**src/rtl/nibble_sum_accumulator.sv**
```systemverilog
// Sums NUM_TERMS 5-bit adder results {Cout,Sum} into a saturating ACC_WIDTH-bit total
// and hands each completed total to the activation stage over valid/ready.
module nibble_sum_accumulator #(
  parameter int ACC_WIDTH = 12,
  parameter int NUM_TERMS = 16,
  parameter int CNT_WIDTH = 5
) (
  input  logic                 clk,
  input  logic                 rst,
  input  logic                 clear,
  input  logic                 in_valid,
  output logic                 in_ready,
  input  logic [3:0]           Sum,
  input  logic                 Cout,
  output logic                 out_valid,
  input  logic                 out_ready,
  output logic [ACC_WIDTH-1:0] result,
  output logic                 overflow
);

  localparam logic [0:0] ST_ACCUM = 1'b0;
  localparam logic [0:0] ST_DONE  = 1'b1;
  localparam logic [CNT_WIDTH-1:0] LAST_COUNT = CNT_WIDTH'(NUM_TERMS - 1);

  logic [0:0]           state_q, state_d;
  logic [ACC_WIDTH-1:0] acc_q, acc_d;
  logic [ACC_WIDTH-1:0] result_q, result_d;
  logic [CNT_WIDTH-1:0] count_q, count_d;
  logic                 sticky_q, sticky_d;
  logic                 ovf_q, ovf_d;

  logic [ACC_WIDTH:0]   acc_sum;
  logic [ACC_WIDTH-1:0] acc_sat;
  logic                 sat;
  logic                 sticky_new;

  assign in_ready  = (state_q == ST_ACCUM);
  assign out_valid = (state_q == ST_DONE);
  assign result    = result_q;
  assign overflow  = ovf_q;

  // One extra bit of headroom: its carry is exactly the "exceeds all-ones" condition.
  assign acc_sum    = {1'b0, acc_q} + {{(ACC_WIDTH-4){1'b0}}, Cout, Sum};
  assign sat        = acc_sum[ACC_WIDTH];
  assign acc_sat    = sat ? '1 : acc_sum[ACC_WIDTH-1:0];
  assign sticky_new = sticky_q | sat;

  always_comb begin
    state_d  = state_q;
    acc_d    = acc_q;
    count_d  = count_q;
    sticky_d = sticky_q;
    result_d = result_q;
    ovf_d    = ovf_q;
    if (clear) begin
      // Abort wins over any handshake; the last result value is intentionally kept.
      state_d  = ST_ACCUM;
      acc_d    = '0;
      count_d  = '0;
      sticky_d = 1'b0;
      ovf_d    = 1'b0;
    end else begin
      case (state_q)
        ST_ACCUM: begin
          if (in_valid) begin
            if (count_q == LAST_COUNT) begin
              result_d = acc_sat;
              ovf_d    = sticky_new;
              acc_d    = '0;
              count_d  = '0;
              sticky_d = 1'b0;
              state_d  = ST_DONE;
            end else begin
              acc_d    = acc_sat;
              count_d  = count_q + 1'b1;
              sticky_d = sticky_new;
            end
          end
        end
        ST_DONE: begin
          if (out_ready) begin
            state_d = ST_ACCUM;
          end
        end
      endcase
    end
  end

  always_ff @(posedge clk) begin
    if (rst) begin
      state_q  <= ST_ACCUM;
      acc_q    <= '0;
      count_q  <= '0;
      sticky_q <= 1'b0;
      result_q <= '0;
      ovf_q    <= 1'b0;
    end else begin
      state_q  <= state_d;
      acc_q    <= acc_d;
      count_q  <= count_d;
      sticky_q <= sticky_d;
      result_q <= result_d;
      ovf_q    <= ovf_d;
    end
  end

endmodule

```
**config.mk**
```make
export PLATFORM = sky130hd
export DESIGN_NAME = nibble_sum_accumulator
export DESIGN_NICKNAME = d
export VERILOG_FILES = /design/src/rtl/nibble_sum_accumulator.sv
export SDC_FILE = /design/constraint.sdc
export NUM_CORES = 1
export LEC_CHECK = 0
export ABC_AREA = 1
export CORE_MARGIN = 1.5
export CORE_UTILIZATION = 25
export CTS_CLUSTER_SIZE = 20
export DETAILED_ROUTE_END_ITERATION = 6
export PLACE_DENSITY = 0.54
export SLEW_MARGIN = 0
export SYNTH_ARGS = -nofsm -noshare
export SYNTH_HDL_FRONTEND = slang
export SYNTH_SLANG_ARGS = --single-unit
```
**constraint.sdc**
```tcl
create_clock -name clk -period 2.3 [get_ports clk]
set_clock_uncertainty 0.2 [all_clocks]
set_input_delay 0.46 -clock clk [delete_from_list [all_inputs] [get_ports clk]]
set_output_delay 0.46 -clock clk [all_outputs]
set_load 0.05 [all_outputs]
```
==> job_summary.md, run 1 <==
## Implementation flow summary

| Metric | Value |
|---|---|
| H-tree depth | 2 |
| Xor and xnor area share after synthesis | less than 1% |
| Synth unique cells | 31 |
| Post-cts resize count | 2 |
| Power per standard cell area | around 510 nW/um^2 |
| Yosys top cell by instances | nand2_1 |
| Netlist Area Pre-Place | 1800 um^2 |
| Met2 routed WL | ~2.1 mm |
| Hold path cells | 2 |
| Number of non-clock buffers in the layout | 50 |
| CP startpoint | Sum[2] |
| Relative slew slack | about two thirds |
| Nets@finish | between 300 and 400 |
| Aoi share | between 10% and 20% |
| Layout cells sized above 1 | between 20% and 30% |
| Critical Path End Type | flip-flop |
| Top delay family on crit path | simple AND/OR/NAND/NOR gates |
| FFs w/ async S/R, synth | 0% |
| Post-Syn Nets | between 200 and 300 |
| Cycle use final | 94.2% |
| 1st-pass router iterations | 4 |
| Fin. max-slew vios | 0 |
| Worst-margin pin slew | around 0.52 ns |
| Initial antenna violation count | 0 |
| First-pass GRT wire length | between 8 and 9 mm |
| Clock network area share | 4.98% |
| OpenROAD warning count | 26 |
| Clk root buf | clkbuf_8 |
| DRC viols | 0 |
| Yosys stat cell total | around 260 |
| Dpl ws | -0.350 ns |
| CTS sink cnt | 32 |
| WS Path Type | in2reg |
| Comb gates | roughly 190 |
| Syn. warnings | 0 |
| Met1 Routed Length | around 2.4 mm |
| Fmax | 0.461 GHz |
| Min-delay src | count_q[4] |
| Die X-Extent | a little under 90 um |
| DRT antenna net count | 0 |
| Crit path top cell by count | nand2_1 |
| CP arrival | ~2.2 ns |
| Flops after synth | 32 |
| EDFF count, synth | 0 |
| Worst hold endpoint | count_q[4] |
| Logic cell area | about 1100 um^2 |
| Post-CTS Hold Buffers | 0 |
| Status | complete, no violations |
| YS chip area | ~1800 um^2 |
| Initial DRC Count | 112 |
| Worst hold slack | ~0.25 ns |
| Non-Clock Inverter Count | 31 |
| Top class by area | combinational gates |
| WL met3 | 174 um |
| Area leader, netlist | dfxtp_1 |
| Syn Inst Count | between 200 and 300 |
| Final Hold Viols | 0 |
| Diodes inserted | 0 |
| Total negative slack | 0 ns |
| Top Usage Layer GRT | met2 |
| Worst-Skew Late Latency | between 0.2 and 0.3 ns |
| Global route overflow | 0 |
| CTS tree | yes |
run 1: cells by family (layout without fill, tap and decap cells):
logic type | count (synthesis) | in the layout
adders and majority gates | 7 | 7
xor gates and xnor gates | 2 | 2
DFF | 32 | 32
buffers and inverters | 39 | 89
and+or+nand+nor | 146 | 146
AOI/OAI and AO/OA | 36 | 36
run 1: flip-flops by register name (all words and copies together) (netlist names):
| register | flops |
|---|---|
| overflow | 1 |
| out_valid | 1 |
| count_q | 5 |
| result | 12 |
| sticky_q | 1 |
| acc_q | 12 |
run 1: power by group:
| group | switching (uW) | internal (uW) | total [uW] |
|---|---|---|---|
| Combinational | 74.6 | 61.6 | 136 |
| Clock | 214 | 382 | 596 |
| Sequential | 4.20 | 559 | 563 |
run 1: worst max path at each step:
stage	endpoint	slack, ns	cells after the start
global route	result[11]	0.05	9
global placement	result[7]	-0.29	12
finish	result[7]	0.13	9
CTS	result[11]	0.03	12
floorplan	result[1]	0.14	11
detailed placement	result[6]	-0.35	12
run 1: cell usage in the layout, fill, tap and decap left out, drive strengths merged:
| cell type | synthesis | final |
|---|---|---|
| nand2 | 75 | 75 |
| dfxtp | 32 | 32 |
| inv | 31 | 31 |
| nand3 | 31 | 31 |
| nor2 | 30 | 30 |
| buf | 7 | 25 |
| clkdlybuf4s50 | 0 | 23 |
| o21ai | 16 | 16 |
| a21oi | 15 | 15 |
| clkbuf | 1 | 8 |
| ha | 6 | 6 |
| or2 | 4 | 4 |
| o21bai | 3 | 3 |
| nand4 | 2 | 2 |
| xor2 | 2 | 2 |
| nor3 | 2 | 2 |
| nand3b | 1 | 1 |
| o21a | 1 | 1 |
| o31ai | 1 | 1 |
| nor3b | 1 | 1 |
| fa | 1 | 1 |
| bufinv | 0 | 1 |
| dlymetal6s2s | 0 | 1 |
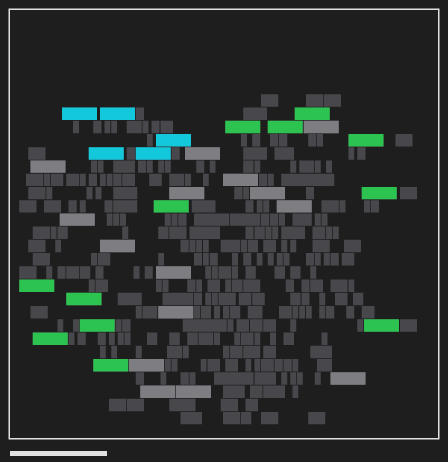
(run_1/flops_by_reg.png)
The bar under the picture is 20 um long.
cyan -> count_q  # sequential cells 5
green -> result  # sequential cells 12
Flop+latch power: 563 uW
sequential share of cell area: 25.2%

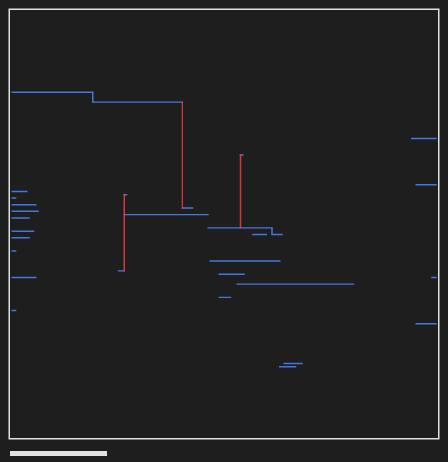
(run_1/wires.png)
The bar under the picture is 20 um long. Two of the layers only.
red -> metal 4  # wire length 52.4 um
blue -> metal 3  # wire length 175 um
wire length per cell: 11.6 um
overall routed net length: 4.75 mm
Vias: 1778
total global-route track usage: 13.6%

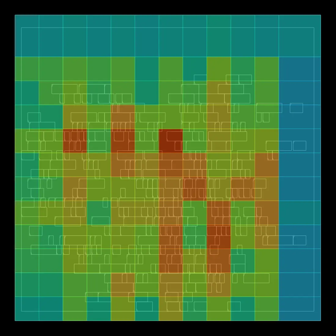
(run_1/congestion.png)
GR Util met2: 21.0%
routing usage on met3: 2.83%
met1 GRT Util: 19.0%

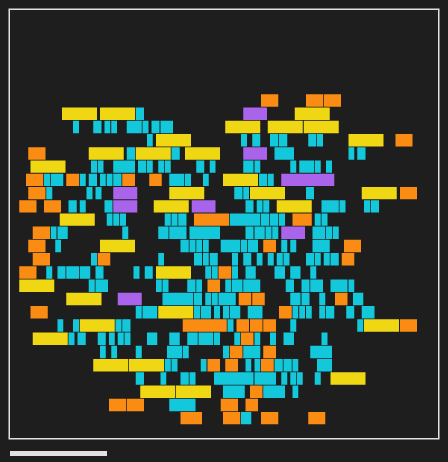
(run_1/placement_by_type.png)
The bar under the picture is 20 um long.
orange -> other buffers and delay cells  # cells 50
yellow -> flops  # cells 32
purple -> clock drivers and dummy loads  # cells 8
cyan -> combinational and other logic  # cells 222
post-route cell area: 2540 um^2
post-layout util: 37.0%
core area: 6870 um^2
row count: 30

==> inputs of run 2 (changes only) <==
--- a/config.mk
+++ b/config.mk
@@ -15,3 +15,4 @@
 export SYNTH_ARGS = -nofsm -noshare
 export SYNTH_HDL_FRONTEND = slang
 export SYNTH_SLANG_ARGS = --single-unit
+export TNS_END_PERCENT = 1
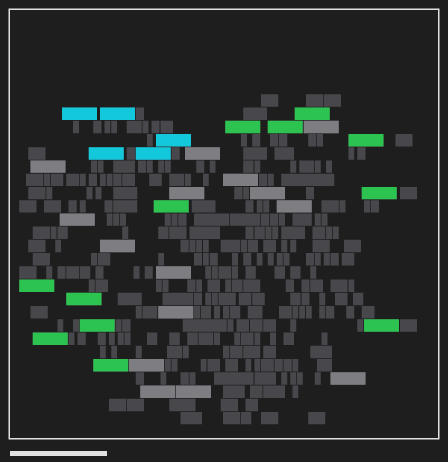
(run_2/flops_by_reg.png)
The bar under the picture is 20 um long.
cyan -> count_q  # sequential cells 5
green -> result  # sequential cells 12
not coloured = 15
Sequential Area: 641 um^2

==> job_summary.md, run 2 <==
## Implementation flow summary

| Metric | Value |
|---|---|
| Status | complete, no violations |
| Layout cells sized above 1 | 22.8% |
| FFs w/ async S/R, synth | 0% |
| Synth top cells by count | nand2_1, dfxtp_1, inv_1, nor2_1, nand3_1 |
| Synth unique cells | 31 |
| Crit path setup slack, layout | between 0.1 and 0.15 ns |
| Comb power frac | between 10% and 20% |
| Gpl congestion | slightly above 0.9 |
| Most instantiated logic cells after routing | nand2_1, dfxtp_1, inv_1 |
| Final setup viols | 0 |
| First-pass GRT wire length | approximately 8 mm |
| Inserted Clock Buffers | 5 |
| Final Hold Viols | 0 |
| Clk root buf | clkbuf_8 |
| Top cells, area | dfxtp_1, nand2_1, nand3_1 |
| Initial DRC Count | between 100 and 150 |
| Post-CTS Hold Buffers | 0 |
| Relative slew slack | 65.0% |
| Synth top area share | 35.5% |
| P_leak | about 0.0012 uW |
| Cycle use final | 94.2% |
| Power Clock | around 600 uW |
| Number of global-route vias before repair | around 1700 |
| Yosys top cell by instances | nand2_1 |
| DR vias/cell | between 4 and 5 |
| Critical Path End Type | flip-flop |
| CTS tree | yes |
| Post-detail-place hpwl | about 3.4 mm |
| 1st-pass router iterations | 4 |
| Worst-Skew Late Latency | 0.28 ns |
| Placed Area | 2260 um^2 |
| Most instantiated logic cell after routing | nand2_1 |
| Worst-margin pin slew | 0.523 ns |
| CP arrival | approximately 2.2 ns |
| Flops after synth | 32 |
| Nets@finish | around 330 |
| Netlist Area Pre-Place | about 1800 um^2 |
| YS chip area | roughly 1800 um^2 |
| Die X-Extent | ~88 um |
| Global route overflow | 0 |
| Clock Power Share | roughly 46% |
| Dpl ws | -0.350 ns |
| Wire length per cell | 11.6 um |
| Post-Syn Nets | approximately 280 |
| IO Count | 25 |
| Core area | slightly below 7000 um^2 |
| Worst path slowest cell | clkdlybuf4s50_1 |
| Critical Path RT | around 2.3 ns |
| Yosys stat cell total | 262 |
| Flop+latch power | 563 uW |
| Syn. warnings | 0 |
| Initial antenna violation count | 0 |
| Fmax | about 0.46 GHz |
| Total global-route track usage | between 10% and 20% |
| WS Path Type | in2reg |
| Max power group | clock |
| Crit path top cell by count | nand2_1 |
| Internal power | around 1000 uW |
| Comb. pwr | about 140 uW |
| Clock transition at path regs | ~0.070 ns |
| Logic cell area | between 1000 and 1500 um^2 |
| Syn Inst Count | roughly 260 |
| Total negative slack | 0 ns |
| Worst hold slack | ~0.25 ns |
| Power per standard cell area | between 500 and 600 nW/um^2 |
| Row count | 30 |
| Overall routed net length | around 4.7 mm |
| CTS sink cnt | 32 |
| H-tree depth | 2 |
| DRT antenna net count | 0 |
| Area leader, netlist | dfxtp_1 |
| Part of the power in registers | 43.5% |
| OpenROAD warning count | 26 |
| Switching power | slightly below 300 uW |
| Post-route cell area | roughly 2500 um^2 |
| Fill cells | between 700 and 800 |
| # Max-Cap Violations | 0 |
| Vias | approximately 1800 |
| Fin. max-slew vios | 0 |
| Max stage delay on crit path | between 0.4 and 0.5 ns |
| Sw Ratio | between 20% and 30% |
| Minimum clock period | ~2.2 ns |
| EDFF count, synth | 0 |
| DRC viols | 0 |
| Ys flop type | dfxtp_1 |
| Diodes inserted | 0 |
run 2: cell counts after synthesis:
Identical to the previous run, type by type.
run 2: per-stage QoR:
stage                     instances  utilization (%)
after floorplan                 262                -
after CTS                       403             35.2
after global routing            408             37.0
after global placement          392             33.0
final                           408             37.0
after detailed placement        392             33.0
run 2: cell families (layout without fill, tap and decap cells):
logic type | count (synthesis) | count (layout) | share of synthesized area (%)
and+or+nand+nor | 146 | 146 | 37.2
adders and majority gates | 7 | 7 | 5.27
xor gates and xnor gates | 2 | 2 | 0.971
AOI/OAI and AO/OA | 36 | 36 | 11.9
buffers and inverters | 39 | 89 | 9.08
DFF | 32 | 32 | 35.5
run 2: worst max-delay path, delay by kind of cell:
family                   cells  cell delay, ns
AND/OR/NAND/NOR              5            0.74
AND-OR/OR-AND                1            0.13
buffers and inverters        2            0.46
adder cells (fa/ha/maj)      1            0.37
run 2: final timing paths:
path	from	endpoint	slack [ns]	cells past startpoint
max	Sum[2]	result[7]	0.13	9
min	count_q[4]	count_q[4]	0.25	2
max reg2reg	acc_q[0]	result[1]	0.24	11
min reg2reg	count_q[4]	count_q[4]	0.25	2
run 2: timing repair:
item / 4_1_cts / 5_1_grt
setup buffers: 3 / 4
gates resized: 2 / 14
gates cloned: 0 / 1
endpoints found under the setup margin: 15 / 24
pin swaps: 1 / 8
run 2: layer usage:
metal	part of all wire (%)	vias up	track usage (%)
met3	3.7	7	2.83
met1	50	801	19.0
li1	-	935	-
met2	45	35	21.0
met5	0	-	0
met4	1.1	0	3.90
run 2: layout make-up:
cell class / count / share of cell area (%)
clock inverter: 1 / 1.18
inverter: 31 / 4.58
tap: 96 / 4.73
clock buffer: 7 / 3.79
timing repair buffer: 50 / 18.6
sequential: 32 / 25.2
multi-input combinational: 191 / 41.9
==> inputs of run 3 (changes only) <==
--- a/config.mk
+++ b/config.mk
@@ -7,10 +7,10 @@
 export LEC_CHECK = 0
 export ABC_AREA = 1
 export CORE_MARGIN = 1.5
-export CORE_UTILIZATION = 25
+export CORE_UTILIZATION = 50
 export CTS_CLUSTER_SIZE = 20
 export DETAILED_ROUTE_END_ITERATION = 6
-export PLACE_DENSITY = 0.54
+export PLACE_DENSITY = 0.85
 export SLEW_MARGIN = 0
 export SYNTH_ARGS = -nofsm -noshare
 export SYNTH_HDL_FRONTEND = slang
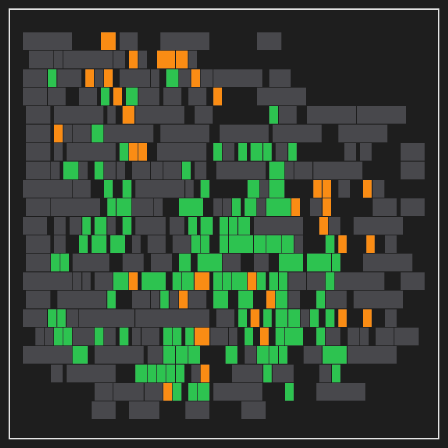
(run_3/logic_types.png)
orange -> NOR gates  # cells 33, most used nor2_1
green -> NAND gates  # cells 109, most used nand2_1
Comb/total area: 43.9%
most instantiated logic cell after routing: nand2_1
final cell count without fillers: 351

==> job_summary.md, run 3 <==
## Implementation flow summary

| Metric | Value |
|---|---|
| Final Hold Viols | 0 |
| Cycle use final | between 90% and 100% |
| Clk root buf | clkbuf_4 |
| Worst path slowest cell | clkdlybuf4s50_1 |
| Cell Count Post-Placement | ~340 |
| Worst-Skew Late Latency | roughly 0.34 ns |
| CTS tree | yes |
| Nets@finish | about 320 |
| Fin. max-slew vios | 0 |
| Hold path cells | 2 |
| Synth unique cells | 31 |
| Initial DRC Count | 72 |
| Crit path buffers/inverters | 3 |
| Critical Path RT | 2.35 ns |
| Min-delay src | count_q[4] |
| CTS sink cnt | 32 |
| YS chip area | 1800 um^2 |
| FFs w/ async S/R, synth | 0% |
| Wire length per cell | between 10 and 15 um |
| DR vias/cell | between 5 and 6 |
| Flop-to-flop setup slack | 0.33 ns |
| Crit path depth | 12 |
| 1st-pass router iterations | 4 |
| Relative slew slack | approximately two thirds |
| Flops after synth | 32 |
| Max stage delay on crit path | between 0.4 and 0.5 ns |
| Top cells, area | dfxtp_1, nand2_1, nand3_1 |
| # Max-Cap Violations | 0 |
| Most instantiated logic cells after routing | nand2_1, dfxtp_1, inv_1 |
| DRT antenna net count | 0 |
| End of the critical path | result[2] |
| Synth top cells by count | nand2_1, dfxtp_1, inv_1, nor2_1, nand3_1 |
| IO Count | 25 |
| Netlist Area Pre-Place | approximately 1800 um^2 |
| Initial antenna violation count | 0 |
| H-tree depth | 2 |
| Gpl congestion | about 0.97 |
| Minimum clock period | roughly 2.2 ns |
| Worst R2R Start | acc_q[0] |
| First-pass GRT wire length | ~7.4 mm |
| DRC viols | 0 |
| Layout cells sized above 1 | 19.3% |
| Peak supply drop | about 0.35 mV |
| Critical R2R Capture | result[2] |
| Inserted Clock Buffers | 5 |
| Post-detail-place hpwl | around 3.2 mm |
| Ys flop type | dfxtp_1 |
| Row count | 21 |
| Total global-route track usage | a little under a quarter |
| Post-Syn Nets | 279 |
| CP startpoint | Sum[0] |
| Fill cells | ~280 |
| Status | complete, no violations |
| Overall routed net length | between 4 and 5 mm |
| Global route overflow | 0 |
| Number of global-route vias before repair | approximately 1700 |
| Vias | 1808 |
| Total negative slack | 0 ns |
| Yosys stat cell total | around 260 |
| Worst hold endpoint | count_q[4] |
| Final setup viols | 0 |
| EDFF count, synth | 0 |
| Yosys top cell by instances | nand2_1 |
| OpenROAD warning count | 26 |
| Power per standard cell area | 485 nW/um^2 |
| WS Path Type | in2reg |
| P_leak | between 0.001 and 0.0015 uW |
| Fmax | about 0.46 GHz |
| Die X-Extent | approximately 63 um |
| Syn. warnings | 0 |
| Synth top area share | between 30% and 40% |
| Reg2reg path depth | 11 |
| Top delay family on crit path | buffers and inverters |
## run 3: cell types whose count changed in the layout (fill, tap and decap cells not counted), moves of 2 or more
cell	delta
buf_4	-6
clkbuf_4	+5
clkbuf_8	-7
nand3_1	+2
nand3_4	-3
nor2_1	+2
## run 3: metal layers
metal	wire length, um	vias up	global-route usage, %
met3	205	10	6.25
met5	0	-	0
met1	1900	821	27.8
li1	-	925	-
met2	2030	52	40.0
met4	78	0	8.33
## run 3: through the flow
step	cell area, um^2	power [uW]	worst slack, ns	util [%]
4_1_cts	2290	1130	0.0200	67.6
6_report	2320	1120	0.108	68.3
5_1_grt	2320	1170	-0.00655	68.3
3_5_place_dp	2210	704	-0.346	65.3
2_1_floorplan	1800	650	0.142	-
3_3_place_gp	2210	703	-0.282	65.3
## run 3: cell type report
type / instances / area (um^2) / share of cell area, %
Clock buffer: 6 / 41.3 / 1.78
Clock inverter: 2 / 35.0 / 1.51
Inverter: 31 / 116 / 5.02
Multi-Input combinational cell: 191 / 1020 / 43.9
Sequential cell: 32 / 641 / 27.7
Tap cell: 46 / 57.6 / 2.49
Timing Repair Buffer: 43 / 408 / 17.6
## run 3: timing repair
action,in CTS,in global routing
hold buffers,0,0
endpoints found under the setup margin,0,25
setup buffers,0,1
gates resized,0,5
## run 3: power breakdown
group | internal [uW] | total, uW | switching (uW) | leakage [uW]
sequential | 559 | 563 | 3.98 | 0.000258
combinational | 60.6 | 132 | 71.7 | 0.000807
clock | 228 | 428 | 201 | 0.0000422
## run 3: cells by family (layout without fill, tap and decap cells)
logic type	after synthesis	in the layout	synth area share [%]
buffers and inverters	39	82	9.08
DFF	32	32	35.5
adders and majority gates	7	7	5.27
xor gates and xnor gates	2	2	0.971
AOI/OAI and AO/OA	36	36	11.9
and+or+nand+nor	146	146	37.2
Power is estimated from default activity; no workload was simulated.
